<file path="src/rtl/dmem_pkg.sv">
// Shared definitions for the RV32I data memory LSU: funct3 codes, FSM states
// and error-cause bit positions.
package dmem_pkg;

    localparam logic [2:0] F3_B  = 3'b000;
    localparam logic [2:0] F3_H  = 3'b001;
    localparam logic [2:0] F3_W  = 3'b010;
    localparam logic [2:0] F3_BU = 3'b100;
    localparam logic [2:0] F3_HU = 3'b101;

    typedef enum logic [1:0] {
        IDLE = 2'd0,
        WAIT = 2'd1,
        RESP = 2'd2
    } state_t;

    localparam int unsigned ERR_W        = 3;
    localparam int unsigned ERR_MISALIGN = 0;
    localparam int unsigned ERR_ILLEGAL  = 1;
    localparam int unsigned ERR_RANGE    = 2;

    typedef logic [ERR_W-1:0] err_cause_t;

endpackage

</file>
<file path="src/rtl/dmem_lane_align.sv">
// Byte-lane steering for RV32I sub-word accesses: store byte-enables and
// replicated write data, load extraction/extension, and size/funct3 fault flags.
module dmem_lane_align
    import dmem_pkg::*;
(
    input  logic        i_is_store,
    input  logic [2:0]  i_funct3,
    input  logic [1:0]  i_addr_lo,
    input  logic [31:0] i_wdata,
    input  logic [31:0] i_rword,
    output logic [3:0]  o_be,
    output logic [31:0] o_wdata,
    output logic [31:0] o_rdata,
    output logic        o_misaligned,
    output logic        o_illegal
);

    logic [7:0]  w_byte;
    logic [15:0] w_half;

    assign w_byte = i_rword[{i_addr_lo, 3'b000} +: 8];
    assign w_half = i_addr_lo[1] ? i_rword[31:16] : i_rword[15:0];

    // Write data is replicated across lanes so the byte-enable alone selects the target.
    always_comb begin
        o_be         = '0;
        o_wdata      = '0;
        o_rdata      = '0;
        o_misaligned = 1'b0;
        o_illegal    = 1'b0;
        case (i_funct3)
            F3_B: begin
                o_be    = 4'b0001 << i_addr_lo;
                o_wdata = {4{i_wdata[7:0]}};
                o_rdata = {{24{w_byte[7]}}, w_byte};
            end
            F3_H: begin
                o_be         = i_addr_lo[1] ? 4'b1100 : 4'b0011;
                o_wdata      = {2{i_wdata[15:0]}};
                o_rdata      = {{16{w_half[15]}}, w_half};
                o_misaligned = i_addr_lo[0];
            end
            F3_W: begin
                o_be         = '1;
                o_wdata      = i_wdata;
                o_rdata      = i_rword;
                o_misaligned = |i_addr_lo;
            end
            F3_BU: begin
                o_rdata   = {24'b0, w_byte};
                o_illegal = i_is_store;
            end
            F3_HU: begin
                o_rdata      = {16'b0, w_half};
                o_misaligned = i_addr_lo[0];
                o_illegal    = i_is_store;
            end
            default: o_illegal = 1'b1;
        endcase
    end

endmodule

</file>
<file path="src/rtl/data_memory_lsu.sv">
// Word-organised RV32I data memory with valid/ready request port, fixed read
// latency and a one-cycle response pulse carrying load data or a fault flag.
module data_memory_lsu
    import dmem_pkg::*;
#(
    parameter int DEPTH        = 64,
    parameter int READ_LATENCY = 1
) (
    input  logic        clk,
    input  logic        rst_n,
    input  logic        req_valid,
    output logic        req_ready,
    input  logic        req_we,
    input  logic [2:0]  req_funct3,
    input  logic [31:0] req_addr,
    input  logic [31:0] req_wdata,
    output logic        rsp_valid,
    output logic [31:0] rsp_rdata,
    output logic        rsp_err
);

    localparam int AW = $clog2(DEPTH);

    state_t      r_state;
    state_t      w_state_nxt;
    logic [2:0]  r_cnt;
    logic [2:0]  w_cnt_nxt;
    logic [31:0] r_mem [DEPTH];
    logic [31:0] r_rdata;
    logic        r_err;

    logic          w_accept;
    logic [AW-1:0] w_idx;
    logic [31:0]   w_rword;
    logic [3:0]    w_be;
    logic [31:0]   w_wdata_sh;
    logic [31:0]   w_rdata_ext;
    logic          w_misaligned;
    logic          w_illegal;
    err_cause_t    w_cause;
    logic          w_fault;

    assign req_ready = (r_state != WAIT);
    assign w_accept  = req_valid && req_ready;
    assign w_idx     = req_addr[AW+1:2];
    assign w_rword   = r_mem[w_idx];

    dmem_lane_align u_align (
        .i_is_store   (req_we),
        .i_funct3     (req_funct3),
        .i_addr_lo    (req_addr[1:0]),
        .i_wdata      (req_wdata),
        .i_rword      (w_rword),
        .o_be         (w_be),
        .o_wdata      (w_wdata_sh),
        .o_rdata      (w_rdata_ext),
        .o_misaligned (w_misaligned),
        .o_illegal    (w_illegal)
    );

    always_comb begin
        w_cause               = '0;
        w_cause[ERR_MISALIGN] = w_misaligned;
        w_cause[ERR_ILLEGAL]  = w_illegal;
        w_cause[ERR_RANGE]    = |req_addr[31:AW+2];
    end

    assign w_fault = |w_cause;

    // Memory array is deliberately not reset; a store commits on its acceptance edge.
    always_ff @(posedge clk) begin
        if (w_accept && req_we && !w_fault) begin
            for (int unsigned i = 0; i < 4; i++) begin
                if (w_be[i]) begin
                    r_mem[w_idx][8*i +: 8] <= w_wdata_sh[8*i +: 8];
                end
            end
        end
    end

    always_comb begin
        w_state_nxt = r_state;
        w_cnt_nxt   = r_cnt;
        case (r_state)
            WAIT: begin
                if (r_cnt <= 3'd1) begin
                    w_state_nxt = RESP;
                    w_cnt_nxt   = '0;
                end else begin
                    w_cnt_nxt = r_cnt - 3'd1;
                end
            end
            RESP:    w_state_nxt = IDLE;
            default: ;
        endcase
        // A new acceptance (IDLE or RESP) overrides the default progression.
        if (w_accept) begin
            w_state_nxt = (READ_LATENCY == 1) ? RESP : WAIT;
            w_cnt_nxt   = 3'(READ_LATENCY - 1);
        end
    end

    always_ff @(posedge clk or negedge rst_n) begin
        if (!rst_n) begin
            r_state <= IDLE;
            r_cnt   <= '0;
            r_rdata <= '0;
            r_err   <= 1'b0;
        end else begin
            r_state <= w_state_nxt;
            r_cnt   <= w_cnt_nxt;
            if (w_accept) begin
                r_rdata <= (req_we || w_fault) ? '0 : w_rdata_ext;
                r_err   <= w_fault;
            end
        end
    end

    assign rsp_valid = (r_state == RESP);
    assign rsp_rdata = r_rdata;
    assign rsp_err   = r_err;

endmodule

</file>
<file path="config.mk">
export PLATFORM = sky130hd
export DESIGN_NAME = data_memory_lsu
export DESIGN_NICKNAME = d
export VERILOG_FILES = /design/src/rtl/dmem_pkg.sv /design/src/rtl/dmem_lane_align.sv /design/src/rtl/data_memory_lsu.sv
export SDC_FILE = /design/constraint.sdc
export NUM_CORES = 2
export LEC_CHECK = 0
export CELL_PAD_IN_SITES_DETAIL_PLACEMENT = 1
export CELL_PAD_IN_SITES_GLOBAL_PLACEMENT = 2
export CORE_ASPECT_RATIO = 0.7
export CORE_UTILIZATION = 45
export DETAILED_ROUTE_END_ITERATION = 6
export PLACE_DENSITY_LB_ADDON = 0.1
export SLEW_MARGIN = 10
export SYNTH_ARGS = -nofsm -noshare
export SYNTH_HDL_FRONTEND = slang
export SYNTH_SLANG_ARGS = --single-unit
</file>
<file path="constraint.sdc">
create_clock -name clk -period 3.1 [get_ports clk]
set_input_delay 0.62 -clock clk [delete_from_list [all_inputs] [get_ports clk]]
set_output_delay 0.62 -clock clk [all_outputs]
set_load 0.02 [all_outputs]
</file>
==> images/clocks.png <==
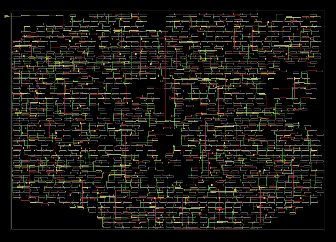
total clock sinks: 2082
Worst-Skew Late Latency: 0.86 ns
clock buffer count: 258
CTS buffer count: 198

==> images/layer_met1.png <==
Drawn at 1 px/µm. Supply wires on this layer in grey.
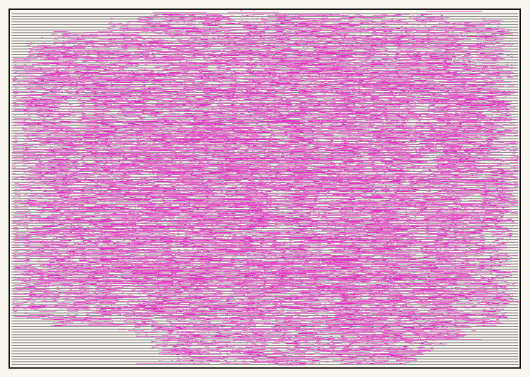
- share of all routed wire: 42%
- main direction: horizontal
- nets with wire on the layer: 5838
- wire length on this layer: 138 mm
- longest straight run: 143 µm

==> results.yml <==
# implementation run metrics
worst_setup_path:
  path_max_fanout: 20
  cp_top_family: "AND-OR/OR-AND gates"
  cp_common_cell: "buf_4"
  r2r_cells: 9
  arrival_ns: 3.81
  path_class: "in2reg"
  critPathBufInv: 6
finish:
  sh_seq_area_pct: 61.6
  fillers: 16302
  seq_area_um2: 62300
  clkCellAreaFrac_pct: 6.29
  fin_nets: 6030
  drive_gt1_share_pct: 26.9
  antenna_cells: 13
  inv_count: 13
  layout.cells.non_filler: 8499
grt:
  grt_pass1_wl_um: 454000
  grt_usage_pct: 36.5
  grt_use_met1_pct: 53.7
logic_synthesis:
  ys_cells: 4854
  synthArstFlopShare_pct: 1.63
  numSynthFlops: 2082
  fp_nets: 4925
  ys.warnings.count: 0
  synth_area_um2: 81100
  simple_gate_share_pct: 4.74
clock_tree:
  clockBufferDepth: 3
  clk_pin_slew_ns: 0.06
  post-cts-setup-buffers: 0
pwr:
  p_clk_share_pct: 40.4
  switching_power_mw: 14.3
  power_clock_mw: 24.4
  top_power_group: "registers"
  intPower_mw: 46.2
status:
  outcome: "finished with violations"
  violations: "negative setup slack"
final_timing:
  period_used_pct: 100
  setup_viol_count_final: 1
  setup_slack_ns: -0.00385
route:
  avgRoutedWirePerCell_um: 39.2
  wl_met3_um: 41800
floorplan:
  die_w_um: 510
  ios: 106
==> images/layer_met3.png <==
Drawn at 1 px/µm.
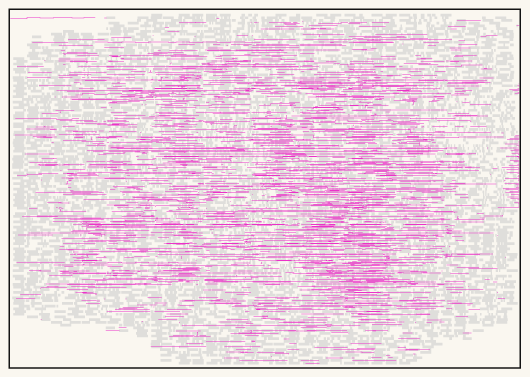
- wire length on this layer: 41.8 mm
- share of all routed wire: 13%
- nets with wire on the layer: 1017

==> images/cell_density.png <==
25 x 18 tiles, from white (low) to dark blue (high), 0 to 100% covered.
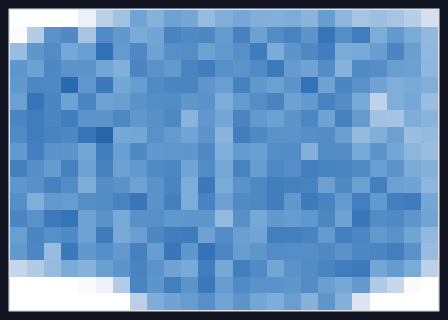
- emptiest ninth of the die: bottom left
- mean over tiles: 54%
- nearly empty tiles: 4.4%
- fullest tile: 79%

Power is estimated from default activity; no workload was simulated.
